## src/rtl/edge_pkg.sv

```systemverilog
// Shared constants and the luma helper for the edge threshold stage.
package edge_pkg;

  // Widest colour channel the luma helper accepts; narrower channels are zero-extended.
  localparam int LUMA_W = 16;

  // All-ones pixel value; callers slice the low PIXEL_DEPTH bits.
  localparam logic [LUMA_W-1:0] PIXEL_MAX = 16'hFFFF;

  // Luma weights are 1:2:1, so the sum is normalised by a shift of 2.
  localparam int LUMA_SHIFT = 2;

  // luma = (R + 2*G + B) >> 2; two guard bits keep the sum from overflowing.
  function automatic logic [LUMA_W-1:0] luma(
    input logic [LUMA_W-1:0] r,
    input logic [LUMA_W-1:0] g,
    input logic [LUMA_W-1:0] b
  );
    logic [LUMA_W+1:0] sum_s;
    sum_s = {2'b00, r} + {1'b0, g, 1'b0} + {2'b00, b};
    return LUMA_W'(sum_s >> LUMA_SHIFT);
  endfunction

endpackage

```

## src/rtl/edge_threshold_stage_raster.sv

```systemverilog
// Raster position tracker: column/row of the next pixel, stepped on advance.
module raster_counter #(
  parameter int WIDTH  = 640,
  parameter int HEIGHT = 480,
  parameter int COL_W  = (WIDTH  > 1) ? $clog2(WIDTH)  : 1,
  parameter int ROW_W  = (HEIGHT > 1) ? $clog2(HEIGHT) : 1
) (
  input  logic             clk,
  input  logic             reset_n,
  input  logic             advance,
  output logic [COL_W-1:0] col,
  output logic [ROW_W-1:0] row,
  output logic             first,
  output logic             last
);

  localparam logic [COL_W-1:0] COL_MAX  = COL_W'(WIDTH - 1);
  localparam logic [ROW_W-1:0] ROW_MAX  = ROW_W'(HEIGHT - 1);
  localparam logic [COL_W-1:0] COL_ZERO = {COL_W{1'b0}};
  localparam logic [ROW_W-1:0] ROW_ZERO = {ROW_W{1'b0}};

  logic col_end_s;
  logic row_end_s;

  // Decode line end, frame end and frame start from the current position.
  always_comb begin
    col_end_s = (col == COL_MAX);
    row_end_s = (row == ROW_MAX);
    first     = (col == COL_ZERO) && (row == ROW_ZERO);
    last      = col_end_s && row_end_s;
  end

  // Step one pixel per advance, wrapping the column into the row and the row into the frame.
  always_ff @(posedge clk or negedge reset_n) begin
    if (!reset_n) begin
      col <= COL_ZERO;
      row <= ROW_ZERO;
    end else if (advance) begin
      if (col_end_s) begin
        col <= COL_ZERO;
        if (row_end_s) begin
          row <= ROW_ZERO;
        end else begin
          row <= row + ROW_W'(1);
        end
      end else begin
        col <= col + COL_W'(1);
      end
    end
  end

endmodule

```

## src/rtl/edge_threshold_stage.sv

```systemverilog
// Luma threshold stage: binarises filtered RGB, blacks out the kernel halo and
// counts edge pixels per frame. Fixed two-cycle latency, no backpressure.
module edge_threshold_stage
  import edge_pkg::*;
#(
  parameter int WIDTH       = 640,
  parameter int HEIGHT      = 480,
  parameter int PIXEL_DEPTH = 8,
  parameter int BORDER      = 1,
  parameter int COUNT_WIDTH = 19
) (
  input  logic                   clk,
  input  logic                   reset_n,
  input  logic                   valid_i,
  input  logic [PIXEL_DEPTH-1:0] input_R,
  input  logic [PIXEL_DEPTH-1:0] input_G,
  input  logic [PIXEL_DEPTH-1:0] input_B,
  input  logic [PIXEL_DEPTH-1:0] threshold,
  input  logic                   invert,
  output logic                   valid_o,
  output logic [PIXEL_DEPTH-1:0] output_R,
  output logic [PIXEL_DEPTH-1:0] output_G,
  output logic [PIXEL_DEPTH-1:0] output_B,
  output logic                   edge_o,
  output logic                   frame_done,
  output logic [COUNT_WIDTH-1:0] edge_count
);

  localparam int COL_W = (WIDTH  > 1) ? $clog2(WIDTH)  : 1;
  localparam int ROW_W = (HEIGHT > 1) ? $clog2(HEIGHT) : 1;

  localparam logic [PIXEL_DEPTH-1:0] PIX_ONES = PIXEL_MAX[PIXEL_DEPTH-1:0];
  localparam logic [PIXEL_DEPTH-1:0] PIX_ZERO = {PIXEL_DEPTH{1'b0}};
  localparam logic [COUNT_WIDTH-1:0] CNT_ZERO = {COUNT_WIDTH{1'b0}};

  // Interior window bounds; anything outside is halo.
  localparam logic [COL_W-1:0] COL_LO = COL_W'(BORDER);
  localparam logic [COL_W-1:0] COL_HI = COL_W'(WIDTH - 1 - BORDER);
  localparam logic [ROW_W-1:0] ROW_LO = ROW_W'(BORDER);
  localparam logic [ROW_W-1:0] ROW_HI = ROW_W'(HEIGHT - 1 - BORDER);

  logic [COL_W-1:0]       col_s;
  logic [ROW_W-1:0]       row_s;
  logic                   first_s;
  logic                   last_s;

  logic [PIXEL_DEPTH-1:0] threshold_r;
  logic                   invert_r;

  logic                   v1_r;
  logic [PIXEL_DEPTH-1:0] luma1_r;
  logic [COL_W-1:0]       col1_r;
  logic [ROW_W-1:0]       row1_r;
  logic                   last1_r;

  logic                   border_s;
  logic                   edge_s;
  logic [PIXEL_DEPTH-1:0] pix_s;

  logic [COUNT_WIDTH-1:0] running_r;

  raster_counter #(
    .WIDTH  (WIDTH),
    .HEIGHT (HEIGHT),
    .COL_W  (COL_W),
    .ROW_W  (ROW_W)
  ) u_raster (
    .clk     (clk),
    .reset_n (reset_n),
    .advance (valid_i),
    .col     (col_s),
    .row     (row_s),
    .first   (first_s),
    .last    (last_s)
  );

  // Capture threshold/invert with the first pixel so a whole frame sees one setting.
  always_ff @(posedge clk or negedge reset_n) begin
    if (!reset_n) begin
      threshold_r <= PIX_ZERO;
      invert_r    <= 1'b0;
    end else if (valid_i && first_s) begin
      threshold_r <= threshold;
      invert_r    <= invert;
    end
  end

  // Stage 1: luma plus the position tags the border/last logic needs downstream.
  always_ff @(posedge clk or negedge reset_n) begin
    if (!reset_n) begin
      v1_r    <= 1'b0;
      luma1_r <= PIX_ZERO;
      col1_r  <= {COL_W{1'b0}};
      row1_r  <= {ROW_W{1'b0}};
      last1_r <= 1'b0;
    end else begin
      v1_r <= valid_i;
      if (valid_i) begin
        luma1_r <= PIXEL_DEPTH'(luma(LUMA_W'(input_R), LUMA_W'(input_G), LUMA_W'(input_B)));
        col1_r  <= col_s;
        row1_r  <= row_s;
        last1_r <= last_s;
      end
    end
  end

  // Stage 2 decision: halo mask, threshold compare, then polarity for the output pixel.
  always_comb begin
    border_s = (col1_r < COL_LO) || (col1_r > COL_HI) ||
               (row1_r < ROW_LO) || (row1_r > ROW_HI);
    edge_s   = !border_s && (luma1_r >= threshold_r);
    if (border_s) begin
      pix_s = PIX_ZERO;
    end else if (edge_s ^ invert_r) begin
      pix_s = PIX_ONES;
    end else begin
      pix_s = PIX_ZERO;
    end
  end

  // Stage 2 registers: pixel outputs hold through bubbles; frame_done marks the last pixel.
  always_ff @(posedge clk or negedge reset_n) begin
    if (!reset_n) begin
      valid_o    <= 1'b0;
      output_R   <= PIX_ZERO;
      output_G   <= PIX_ZERO;
      output_B   <= PIX_ZERO;
      edge_o     <= 1'b0;
      frame_done <= 1'b0;
    end else begin
      valid_o    <= v1_r;
      frame_done <= v1_r && last1_r;
      if (v1_r) begin
        output_R <= pix_s;
        output_G <= pix_s;
        output_B <= pix_s;
        edge_o   <= edge_s;
      end
    end
  end

  // Edge statistics: accumulate per frame, publish and restart on the last pixel.
  always_ff @(posedge clk or negedge reset_n) begin
    if (!reset_n) begin
      running_r  <= CNT_ZERO;
      edge_count <= CNT_ZERO;
    end else if (v1_r) begin
      if (last1_r) begin
        edge_count <= running_r + COUNT_WIDTH'(edge_s);
        running_r  <= CNT_ZERO;
      end else begin
        running_r  <= running_r + COUNT_WIDTH'(edge_s);
      end
    end
  end

endmodule

```

## config.mk

```make
export PLATFORM = sky130hd
export DESIGN_NAME = edge_threshold_stage
export DESIGN_NICKNAME = d
export VERILOG_FILES = /design/src/rtl/edge_pkg.sv /design/src/rtl/edge_threshold_stage_raster.sv /design/src/rtl/edge_threshold_stage.sv
export SDC_FILE = /design/constraint.sdc
export NUM_CORES = 1
export LEC_CHECK = 0
export ABC_CLOCK_PERIOD_IN_PS = 3600
export CORE_UTILIZATION = 45
export CTS_BUF_LIST = sky130_fd_sc_hd__clkbuf_16
export DETAILED_ROUTE_END_ITERATION = 8
export GPL_ROUTABILITY_DRIVEN = 0
export PLACE_DENSITY = 0.78
export SYNTH_ARGS = -nofsm -noshare
export SYNTH_HDL_FRONTEND = slang
export SYNTH_SLANG_ARGS = --single-unit
export TNS_END_PERCENT = 100
```

## constraint.sdc

```tcl
create_clock -name clk -period 3.6 [get_ports clk]
set_input_delay 0.72 -clock clk [delete_from_list [all_inputs] [get_ports clk]]
set_output_delay 0.72 -clock clk [all_outputs]
set_load 0.01 [all_outputs]
```

Figure 1. Track usage over the die.
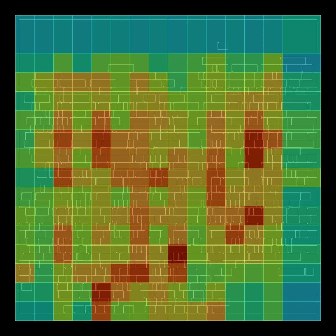
met1 Use GR: 23.0%
GR Layer Usage met2: 33.0%
Routed wire per std cell: 14.6 um
grt met3 use: 4.23%

Figure 2. Clock distribution.
(2 px per um)
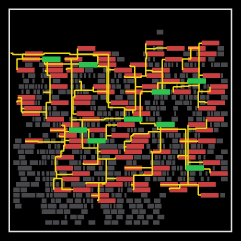
Key: green = clock drivers [count 9]; red = flip-flops [count 99]; yellow = clock wires [length 1110 um]
There are 10 routed clock nets.
worst skew pair latency: 0.34 ns
P_clk: 0.838 mW

==> results.json <==
{
  "outcome": "finished, final reports clean",
  "cp_data_required_time_ns": 3.78,
  "drt_iter0_drc": 223,
  "cts_max_level": 3,
  "ant_nets": 0,
  "fin_ws_ns": 0.199,
  "critPathMaxFanout": 5,
  "critical_path_class": "flop to flop",
  "clock_path_buffers": 2,
  "clk_pin_slew_worst_paths_ns": 0.06,
  "drv_slew": 0,
  "wl_mm": 10.4,
  "overflow": 0,
  "cpLargestDelayFamily": "simple AND/OR/NAND/NOR gates",
  "fin_crit_sh_pct": 94.5,
  "yosys_cells": 505,
  "openroad.warnings": 28,
  "antenna-diode-count": 0,
  "ios": 82,
  "ys_area_mm2": 0.00528,
  "startpoint_type": "flop",
  "switching_power_mw": 0.713,
  "grt.total_usage_pct": 18.9,
  "crit_start": "threshold_r[0]",
  "holdWs_ns": 0.406,
  "timing.rr.start": "threshold_r[0]",
  "intPower_mw": 1.94,
  "die_x_um": 110,
  "postSynthAreaPerCell_um2": 10.5,
  "slew_headroom_pct": 33.2,
  "rows": 39,
  "peakVddDrop_mv": 0.278,
  "worstMarginPinSlew_ns": 0.999,
  "async_flop_share_pct": 100,
  "worstPathArrival_ns": 3.58,
  "die_h_um": 110,
  "hold_violations": 0,
  "fp_nets": 570,
  "pre_cts_slack_ns": 0.0449,
  "drc_errors": 0,
  "syn_to_final_growth_pct": 20.0,
  "final_nets": 629,
  "fmax_mhz": 294,
  "grt_max_degree": 56,
  "dr.pass1.iters": 4,
  "cts_root_buf": "clkbuf_16",
  "hp-class": "primary input to async pin",
  "numPortBuffers": 81,
  "synthFlopType": "dfrtp_1",
  "seq_power_share_pct": 50.3,
  "dp_hpwl_mm": 7.66,
  "viasPerCell": 5.42,
  "reg2reg_to": "edge_count[18]",
  "ys_types": 49,
  "finalSetupViolations": 0,
  "slowest_delay_ns": 0.39,
  "slowest_stage": "dfrtp_1",
  "drive_gt1_share_pct": 11.2,
  "period_minus_slack_ns": 3.40,
  "crit_chain": "ha_1 > nand2b_4 > a2111oi_4 > nor4_1 > a2111oi_4 > nor2b_1 > ha_1 > ha_2 > and3_2 > and4_4 > and3_4 > and3_2 > xnor2_1 > o21ai_1",
  "grt_pass1_vias": 3839,
  "tns_ns": 0,
  "edf_count": 0,
  "p_comb_share_pct": 18.2,
  "vias": 3857,
  "clockPowerShare_pct": 31.6,
  "synth.yosys.seq_area_share_pct": 46.9,
  "ys_ff": 99,
  "final_core_util_pct": 55.5,
  "end_kind": "flop",
  "fp-utilization_pct": 46.2,
  "p_leak_nw": 2.77,
  "swShare_pct": 26.9,
  "cts_sinks": 99,
  "synth_area_mm2": 0.00528,
  "chipArea_mm2": 0.0122,
  "ff2ff_path_depth": 14,
  "yosysWarningCount": 0,
  "cts_tree": "yes",
  "numCtsBuffers": 9,
  "p_per_area_mw_per_mm2": 419,
  "crit_buf_inv": 0,
  "syn_inst": 505,
  "grt_antenna_before_repair": 0,
  "drv_cap": 0,
  "final.setup_skew_ns": 0.00579,
  "grt_pass1_wl_mm": 17.8,
  "worst-path-stages": 14,
  "rsz0062_at_grt": "no",
  "rrSetupSlack_ns": 0.20
}
## timing repair
action                                  in CTS  in global routing
gates resized                                0                  2
hold endpoints to repair                     0                  0
endpoints found under the setup margin       0                  5
buffers inserted                             0                  1
hold buffers                                 0                  0
## power groups by stage
stage               clock network, mW  registers (mW)  logic [mW]
finish                          0.838            1.33       0.483
global route                    0.897            1.35       0.546
CTS                             0.854            1.33       0.490
detailed placement                  0            1.36       0.487
global placement                    0            1.35       0.464
floorplan                           0            1.32       0.342
## routing by layer
metal,routed length [um],GRT usage (%)
met4,138,6.20
met1,4550,23.0
met2,5380,33.0
met3,325,4.23
met5,0,0
## flip-flops by register name (all words and copies together), names as in the netlist
signal and cells:
invert_r 1, row1_r 9, last1_r 1, frame_done 1, running_r 19, col1_r 10, v1_r 1, edge_o 1
u_raster.col 10, luma1_r 8, output_B 1, valid_o 1, edge_count 19, u_raster.row 9, threshold_r 8
## how the worst max path moves through the flow
| stage | to | slack (ns) |
|---|---|---|
| CTS | edge_count[18] | 0.03 |
| global placement | edge_count[18] | 0.17 |
| global route | edge_count[18] | 0.006 |
| finish | edge_count[18] | 0.20 |
| detailed placement | edge_count[18] | 0.04 |
| floorplan | running_r[18] | 0.28 |
## per-stage QoR
stage / instances / area [um2] / power (mW)
global route: 712 / 6340 / 2.79
detailed placement: 695 / 6070 / 1.84
CTS: 711 / 6330 / 2.68
floorplan: 505 / 5280 / 1.67
global placement: 695 / 6070 / 1.81
finish: 712 / 6340 / 2.65
## cell type report
cell class                      count  area, um2
Tap cell                          143        179
Clock buffer                        9        225
Multi-Input combinational cell    344       2480
Fill cell                         970       5080
Inverter                           22       82.6
Clock inverter                      7       28.8
Timing Repair Buffer               88        861
Sequential cell                    99       2480
## Yosys cell counts, types with 3 or more instances
cell type,count,area [um2]
inv_1,21,78.8
xor2_1,8,70.1
o21ai_0,48,240
nor3_1,5,25.0
nor4_1,6,37.5
dfrtp_1,99,2480
clkbuf_1,13,48.8
o31ai_1,11,82.6
and4_1,3,26.3
a22o_1,7,61.3
and3_1,7,43.8
nor2_1,24,90.1
buf_4,23,173
o21a_1,3,22.5
fa_1,8,160
a21bo_2,4,40.0
nand2b_1,4,25.0
nand3_1,13,65.1
nand2_1,58,218
nor2b_1,8,50.1
ha_1,21,263
a21oi_1,9,45.0
and2_1,3,18.8
xnor2_1,24,210
mux2_2,29,327
nand4_1,12,75.1
## logic make-up (layout without fill, tap and decap cells)
family	Yosys count	count (layout)	share of synthesized area, %
AOI/OAI and AO/OA	99	99	12.5
xor gates and xnor gates	32	32	5.31
adders and majority gates	29	29	8.01
buffers and inverters	62	126	6.09
DFF	99	99	46.9
muxes	29	29	6.18
and+or+nand+nor	155	155	15.0
## cells in the final DEF (no fill, tap or decap), types with 9 or more instances in the layout
cell	count
nand4_1	12
o31ai_1	11
a21oi_1	9
clkbuf_16	9
mux2_2	29
o21ai_0	48
ha_1	20
inv_1	24
nand3_1	13
clkdlybuf4s50_1	80
nand2_1	58
dfrtp_1	99
xnor2_1	24
nor2_1	24
Power and IR drop assume default switching activity.
